===== src/rtl/ym3438_pg_phase.sv =====
// Phase generator: turns the LFO-modulated fnum into a per-slot increment and
// accumulates a 20-bit phase per slot in a time-multiplexed ring.
`timescale 1ns/1ps
module ym3438_pg_phase #(
    parameter int SLOTS   = 24,
    parameter int PHASE_W = 20
) (
    input  logic        MCLK,
    input  logic        IC,
    input  logic        slot_en,
    input  logic [11:0] fnum_lfo,
    input  logic [2:0]  block,
    input  logic [3:0]  multi,
    input  logic [5:0]  dt_val,
    input  logic        pg_reset,
    output logic [9:0]  phase_out
);

    logic [16:0]        r_freq_a;
    logic [5:0]         r_dt_a;
    logic [3:0]         r_multi_a;
    logic               r_rst_a;

    logic [16:0]        r_freq_b;
    logic [3:0]         r_multi_b;
    logic               r_rst_b;

    logic [PHASE_W-1:0] r_inc_c;
    logic               r_rst_c;

    logic [PHASE_W-1:0] r_ring [SLOTS];

    logic [18:0]        w_shift;
    logic [16:0]        w_freq_a;
    logic [16:0]        w_freq_b;
    logic [20:0]        w_prod;
    logic [20:0]        w_inc;
    logic [PHASE_W-1:0] w_new;

    // Block shift widens to 19 bits before dropping two LSBs, so block 7 fits.
    assign w_shift  = {7'b0, fnum_lfo} << block;
    assign w_freq_a = w_shift[18:2];
    assign w_freq_b = r_freq_a + {{11{r_dt_a[5]}}, r_dt_a};
    assign w_prod   = {4'b0, r_freq_b} * {17'b0, r_multi_b};
    assign w_inc    = (r_multi_b == 4'd0) ? {5'b0, r_freq_b[16:1]} : w_prod;
    assign w_new    = r_rst_c ? '0 : r_ring[SLOTS-1] + r_inc_c;

    always_ff @(posedge MCLK or negedge IC) begin
        if (!IC) begin
            r_freq_a  <= '0;
            r_dt_a    <= '0;
            r_multi_a <= '0;
            r_rst_a   <= 1'b0;
            r_freq_b  <= '0;
            r_multi_b <= '0;
            r_rst_b   <= 1'b0;
            r_inc_c   <= '0;
            r_rst_c   <= 1'b0;
        end else if (slot_en) begin
            r_freq_a  <= w_freq_a;
            r_dt_a    <= dt_val;
            r_multi_a <= multi;
            r_rst_a   <= pg_reset;
            r_freq_b  <= w_freq_b;
            r_multi_b <= r_multi_a;
            r_rst_b   <= r_rst_a;
            r_inc_c   <= PHASE_W'(w_inc);
            r_rst_c   <= r_rst_b;
        end
    end

    // The tail is the same slot's phase from one full ring rotation ago.
    always_ff @(posedge MCLK or negedge IC) begin
        if (!IC) begin
            for (int i = 0; i < SLOTS; i++) begin
                r_ring[i] <= '0;
            end
            phase_out <= '0;
        end else if (slot_en) begin
            r_ring[0] <= w_new;
            for (int i = 1; i < SLOTS; i++) begin
                r_ring[i] <= r_ring[i-1];
            end
            phase_out <= w_new[PHASE_W-1 -: 10];
        end
    end

endmodule

===== config.mk =====
export PLATFORM = sky130hd
export DESIGN_NAME = ym3438_pg_phase
export DESIGN_NICKNAME = d
export VERILOG_FILES = /design/src/rtl/ym3438_pg_phase.sv
export SDC_FILE = /design/constraint.sdc
export NUM_CORES = 1
export LEC_CHECK = 0
export CAP_MARGIN = 15
export CORE_MARGIN = 2
export CORE_UTILIZATION = 55
export DETAILED_ROUTE_END_ITERATION = 12
export GPL_TIMING_DRIVEN = 0
export PLACE_DENSITY_LB_ADDON = 0.25
export SLEW_MARGIN = 30
export SYNTH_ARGS = -nofsm -noshare
export SYNTH_HDL_FRONTEND = slang
export SYNTH_SLANG_ARGS = --single-unit

===== constraint.sdc =====
create_clock -name MCLK -period 10.6 [get_ports MCLK]
set_clock_uncertainty 0.1 [all_clocks]
set_input_delay 2.12 -clock MCLK [delete_from_list [all_inputs] [get_ports MCLK]]
set_output_delay 2.12 -clock MCLK [all_outputs]
set_load 0.03 [all_outputs]

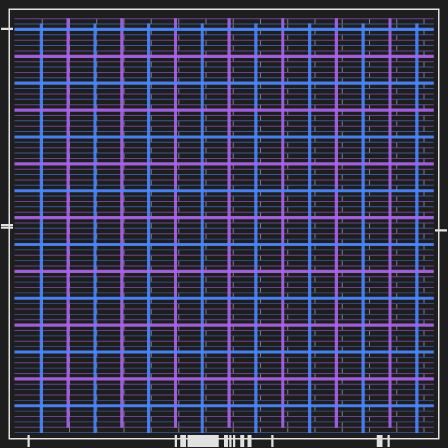
Fig. 1. PDN straps and rails (run 1).
Pins as bars on the die edge. Tap cells in grey.
- blue: VSS
- purple: VDD
- tap cells: 592
- met5 straps: 15
y dimension of the die: 217 µm
die span in x: 217 µm
largest vdd supply drop: 0.252 mV
Core Footprint: 44400 µm²

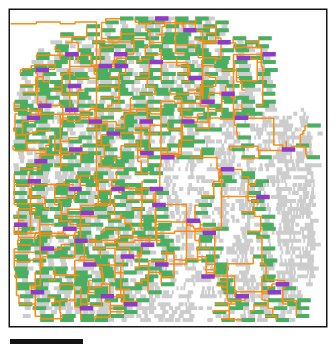
Fig. 2. Clock distribution (run 1).
Scale bar: 50 µm.
- green: flip-flops (count 551)
- orange: clock wires (length 6370 µm)
- purple: clock drivers (count 54)
- flops lie: spread over the die
- routed clock nets: 55
power drawn by the clock network: 2.06 mW
clock latency on the worst-skew pair: 0.61 ns

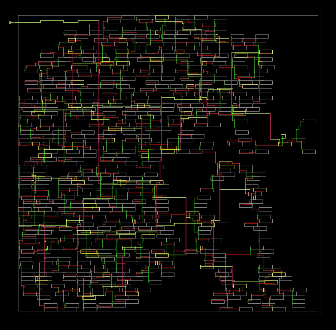
Fig. 3. Clock wiring as the flow saved it (run 1).
number of CTS-inserted buffers: 54
clock buffers: 78
number of sinks driven by the clock tree: 551
Flop Count: 551

==> results.sh, run 1 <==
# yosys + openroad results
export IMPL_wire_per_inst_um=19.6
export IMPL_setup_worst_path_start="r_multi_b[1]"
export IMPL_worst_path_stages=14
export IMPL_timing_critical_path_slowest_cell_delay_ns=0.56
export IMPL_routed_wl_met3_mm=1.46
export IMPL_io_buffer_count=35
export IMPL_critical_path_startpoint_type="register"
export IMPL_drtPass1Iterations=7
export IMPL_required_ns=10.98
export IMPL_num_multi_input_gates=1126
export IMPL_diodes=0
export IMPL_worst_pin_slew_ns=0.892
export IMPL_mux_share_pct=22.9
export IMPL_worst_setup_path_type="reg -> reg"
export IMPL_netlist_area_um2=24900
export IMPL_crit_path_cell_trace="clkbuf_1 > clkbuf_1 > nand2_1 > fa_1 > inv_1 > fa_1 > inv_1 > fa_1 > and2b_2 > o2111ai_4 > a2111oi_4 > o32ai_2 > o2111a_1 > a221o_1"
export IMPL_yosysChipArea_um2=24900
export IMPL_netlist_top_cell_by_instances="sky130_fd_sc_hd__dfrtp_1"
export IMPL_synth_flop_count=551
export IMPL_post_route_cells_drive_above_1_share_pct=32.7
export IMPL_grt_busiest_layer="met2"
export IMPL_cts_htree_levels=2
export IMPL_met2_wirelength_from_detailed_routing_mm=25.6
export IMPL_timing_final_hold_violations=0
export IMPL_min_delay_worst_endpoint="r_ring[62]"
export IMPL_setup_reg_to_reg_worst_slack_ns=5.93
export IMPL_fin_crit_sh_pct=44.0
export IMPL_sh_seq_area_pct=49.1
export IMPL_grtUsageTotal_pct=22.7
export IMPL_rows=77
export IMPL_enable_flop_cells=0
export IMPL_period_needed_ns=4.67
export IMPL_n_fill_cell=3320
export IMPL_seqPwrFrac_pct=42.3
export IMPL_gpl_final_weighted_congestion=0.884
export IMPL_timing_max_transition_violations_final=0
export IMPL_timing_critical_path_to="r_inc_c[18]"
export IMPL_r2r_start="r_multi_b[1]"
export IMPL_async_reset_ff_share_pct=100
export IMPL_yosys_top_cells_area="sky130_fd_sc_hd__dfrtp_1 55%, sky130_fd_sc_hd__mux2_2 22%, sky130_fd_sc_hd__ha_1 2.9%"
export IMPL_end_kind="register"
export IMPL_yosys_cells=1860
export IMPL_post_layout_total_power_mw=8.57
export IMPL_ys_sh_aoi_pct=6.87
export IMPL_routedLengthMet1_mm=22.7
export IMPL_slew_limit_headroom_pct=40.5
export IMPL_yosys_warnings=0
export IMPL_globalRouteMet1Util_pct=30.2
export IMPL_cap_violations=0
export IMPL_flip_flop_count_of_the_largest_register_after_layout=470
export IMPL_timing_final_setup_violations=0
export IMPL_seqCellArea_um2=13800
export IMPL_rsz0062_at_grt="false"
export IMPL_clkPwrFrac_pct=24.1
export IMPL_comb_power_share_pct=33.6
export IMPL_largestRegisters="r_ring: 470 flops, r_inc_c: 20 flops"
export IMPL_worst_r2r_endpoint="r_inc_c[18]"
export IMPL_dp_cells=2493
export IMPL_layout_cells_most_common="sky130_fd_sc_hd__dfrtp_1"
export IMPL_sequentialPower_mw=3.63
export IMPL_well_tap_count=592
export IMPL_layout_overhead_on_the_synthesized_area_pct=13.0
export IMPL_post_synth_fa_ha_maj_area_fraction_pct=5.50
export IMPL_initialDrtViolationCount=633
export IMPL_final_cell_mix="551 x sky130_fd_sc_hd__dfrtp_1, 493 x sky130_fd_sc_hd__mux2_2, 82 x sky130_fd_sc_hd__inv_1"
export IMPL_run_status="finished clean"
export IMPL_layout_area_top_class="sequential cells"
export IMPL_clk_share_pct=6.94
export IMPL_total_nets_final=2076
export IMPL_power_group_top="sequential cells"
export IMPL_uppermost_layer_routed="met4"
export IMPL_ctsRootBufferMaster="sky130_fd_sc_hd__clkbuf_16"
export IMPL_cts_hold_repair_buffers=0
export IMPL_grt_antenna_before_repair=0
export IMPL_path_max_fanout=10
export IMPL_critPathTopFamily="adder cells"
export IMPL_post_synth_xor_area_fraction_pct=0.916
export IMPL_total_number_of_vias=14600
export IMPL_worst_setup_hold_path_clk_slew_ns=0.06
==> run 1: per-stage QoR <==
step                      hold slack [ns]  setup TNS [ns]  setup WS [ns]  util (%)  instance area (µm²)
after CTS                           0.393               0           5.90      63.2                28100
after global placement              0.376        -8739.98         -15.96      58.4                25900
after detailed placement            0.378               0           5.82      58.8                26100
after global routing                0.410               0           5.68      63.2                28100
after floorplan                     0.341               0           6.51         -                24900
final                               0.388               0           5.93      63.2                28100
==> run 1: worst register-to-register path: cells and delay by family (launching register included) <==
kind,cells,cell delay [ns]
and+or+nand+nor,2,0.39
DFF,1,0.33
buffers and inverters,4,0.94
adders and majority gates,3,1.49
AOI/OAI and AO/OA,5,1.32
==> run 2, diff against run 1 <==
==> constraint.sdc (replaced) <==
create_clock -name MCLK -period 4.55 [get_ports MCLK]
set_clock_uncertainty 0.1 [all_clocks]
set_input_delay 0.91 -clock MCLK [delete_from_list [all_inputs] [get_ports MCLK]]
set_output_delay 0.91 -clock MCLK [all_outputs]
set_load 0.03 [all_outputs]
==> run 2 against run 1 <==
Compared with the run above:
- critical path depth shrank 1
- worst setup slack lost 5.8 ns
- sequential share of layout area is essentially flat
- clock power grew 130%
- power grew 130%
- critical endpoint unchanged
- largest cell class unchanged
- largest power group unchanged
==> results.sh, run 2 <==
# yosys + openroad results
export IMPL_yosys_cells=1860
export IMPL_diodes=0
export IMPL_cts_htree_levels=2
export IMPL_wire_per_inst_um=19.6
export IMPL_setup_reg_to_reg_worst_slack_ns=0.17
export IMPL_timing_max_transition_violations_final=0
export IMPL_initialDrtViolationCount=657
export IMPL_yosysChipArea_um2=24900
export IMPL_worst_pin_slew_ns=0.876
export IMPL_final_clkbuf_count=78
export IMPL_main_logic_family_after_synthesis="multiplexers"
export IMPL_clk_share_pct=6.95
export IMPL_clock_latency_ns=0.61
export IMPL_mux_share_pct=22.9
export IMPL_power_group_top="sequential cells"
export IMPL_comb_power_share_pct=33.5
export IMPL_netlist_top_cell_by_instances="sky130_fd_sc_hd__dfrtp_1"
export IMPL_r2r_start="r_multi_b[1]"
export IMPL_number_of_cts_inserted_buffers=54
export IMPL_critical_path_startpoint_type="register"
export IMPL_drtPass1Iterations=5
export IMPL_dp_cells=2493
export IMPL_routedLengthMet1_mm=22.7
export IMPL_worst_setup_path_type="reg -> reg"
export IMPL_n_fill_cell=3315
export IMPL_core_area_um2=44400
export IMPL_well_tap_count=592
export IMPL_post_synth_fa_ha_maj_area_fraction_pct=5.50
export IMPL_synth_flop_count=551
export IMPL_yosys_top_cells_area="sky130_fd_sc_hd__dfrtp_1 55%, sky130_fd_sc_hd__mux2_2 22%, sky130_fd_sc_hd__ha_1 2.9%"
export IMPL_detailed_place_area_um2=26100
export IMPL_fin_crit_sh_pct=96.2
export IMPL_cts_hold_repair_buffers=0
export IMPL_common_cells="551 x sky130_fd_sc_hd__dfrtp_1, 493 x sky130_fd_sc_hd__mux2_2, 82 x sky130_fd_sc_hd__inv_1, 69 x sky130_fd_sc_hd__nand2_1, 66 x sky130_fd_sc_hd__a21oi_1"
export IMPL_gpl_final_weighted_congestion=0.884
export IMPL_run_status="finished clean"
export IMPL_netlist_area_um2=24900
export IMPL_seqPwrFrac_pct=42.4
export IMPL_routed_wl_met3_mm=1.48
export IMPL_fmax_mhz=229
export IMPL_worst_r2r_endpoint="r_inc_c[18]"
export IMPL_numSequentialCells=551
export IMPL_grtUsageTotal_pct=22.6
export IMPL_total_number_of_vias=14500
export IMPL_whs_ns=0.144
export IMPL_rsz0062_at_grt="false"
export IMPL_period_needed_ns=4.38
export IMPL_timing_final_setup_violations=0
export IMPL_preCtsSetupSlack_ns=-0.120
export IMPL_number_of_sinks_driven_by_the_clock_tree=551
export IMPL_yosys_warnings=0
export IMPL_gr_usage_met3_pct=3.14
export IMPL_crit_path_cell_trace="clkbuf_2 > nand2_1 > fa_1 > inv_1 > fa_1 > inv_1 > fa_1 > and2b_2 > o2111ai_4 > a2111oi_4 > o32ai_2 > o2111a_1 > a221o_1"
export IMPL_post_layout_total_power_mw=20.0
export IMPL_required_ns=4.93
export IMPL_largestRegisters="r_ring: 470 flops, r_inc_c: 20 flops"
export IMPL_io_buffer_count=35
export IMPL_sequentialPower_mw=8.46
export IMPL_path_max_fanout=11
export IMPL_num_multi_input_gates=1126
export IMPL_grt_busiest_layer="met2"
export IMPL_async_reset_ff_share_pct=100
export IMPL_grt_antenna_before_repair=0
export IMPL_ctsRootBufferMaster="sky130_fd_sc_hd__clkbuf_16"
export IMPL_floorplan_die_width_um=217
export IMPL_met2_wirelength_from_detailed_routing_mm=25.5
export IMPL_cap_violations=0
export IMPL_layout_cells_most_common="sky130_fd_sc_hd__dfrtp_1"
export IMPL_stdcell_area_um2=28100
export IMPL_post_route_cells_drive_above_1_share_pct=32.9
export IMPL_fp_dieH_um=217
export IMPL_ys_sh_aoi_pct=6.87
export IMPL_uppermost_layer_routed="met4"
export IMPL_synth_yosys_seq_area_share_pct=55.5
export IMPL_enable_flop_cells=0
export IMPL_total_nets_final=2073
export IMPL_timing_critical_path_slowest_cell_delay_ns=0.59
export IMPL_final_setup_worst_slack_ns=0.175
export IMPL_final_cell_mix="550 x sky130_fd_sc_hd__dfrtp_1, 493 x sky130_fd_sc_hd__mux2_2, 82 x sky130_fd_sc_hd__inv_1"
export IMPL_slew_limit_headroom_pct=41.6
export IMPL_finalSetupTns_ns=0
export IMPL_worst_setup_hold_path_clk_slew_ns=0.06
export IMPL_layout_area_top_class="sequential cells"
export IMPL_layout_overhead_on_the_synthesized_area_pct=12.9
export IMPL_end_kind="register"
export IMPL_seqCellArea_um2=13800
## run 2: cell count changes in the layout (fill, tap and decap cells not counted)
| cell | change |
|---|---|
| sky130_fd_sc_hd__clkbuf_1 | -5 |
| sky130_fd_sc_hd__clkbuf_2 | +2 |
| sky130_fd_sc_hd__dfrtp_2 | +1 |
| sky130_fd_sc_hd__dfrtp_1 | -1 |
## run 2: worst max-delay path by stage
stage                     slack [ns]    startpoint  depth (start not counted)          end
after global routing           0.005  r_multi_b[1]                         13  r_inc_c[18]
after CTS                       0.04  r_multi_b[1]                         13  r_inc_c[18]
after detailed placement       -0.12  r_multi_b[2]                         14  r_inc_c[18]
after floorplan                 0.46  r_multi_b[2]                         14  r_inc_c[18]
final                           0.17  r_multi_b[1]                         13  r_inc_c[18]
after global placement        -20.80            IC                          1  r_ring[239]
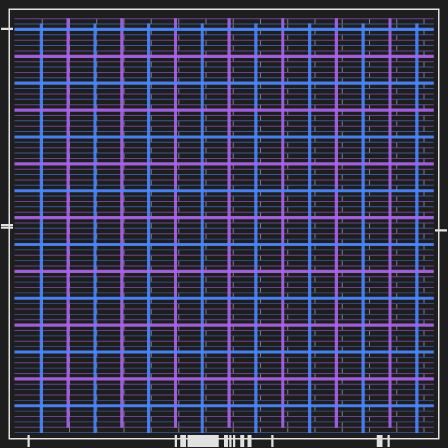
Fig. 4. PDN straps and rails (run 2).
Pins as bars on the die edge. Tap cells in grey.
- purple: VDD
- blue: VSS
- met1 rails: 78
- rows: 77
- met5 straps: 15
largest vdd supply drop: 0.588 mV

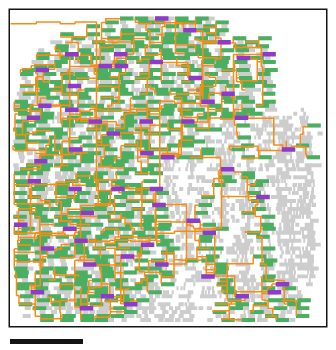
Fig. 5. Clock distribution (run 2).
Scale bar: 50 µm.
- purple: clock drivers (count 54)
- green: flip-flops (count 551)
- orange: clock wires (length 6380 µm)
- routed clock nets: 55
- flops lie: spread over the die
power drawn by the clock network: 4.81 mW
part of the total power dissipated in the clock network: 24.1%

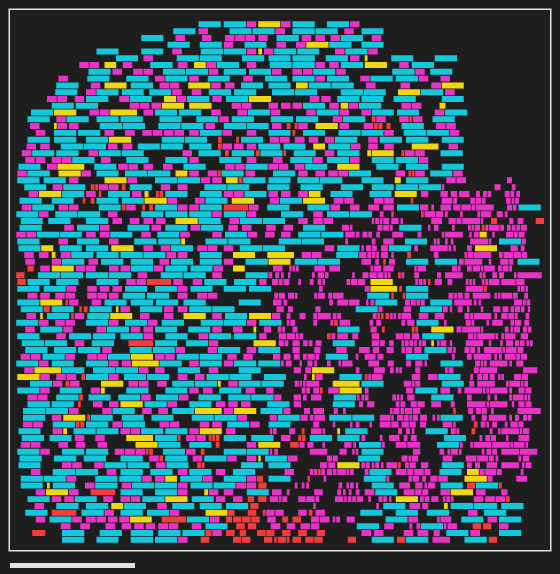
Fig. 6. Cell classes on the final placement (run 2).
Scale bar: 50 µm.
- yellow: clock drivers and dummy loads (cells 101)
- magenta: combinational and other logic (cells 1208)
- red: remaining buffers and delay cells (cells 139)
- cyan: sequential cells (cells 551)
row cnt: 77
flop share of the area: 49.1%
Util after Layout: 63.2%

Power figures rest on the tool's default switching activity, not on a simulated workload.
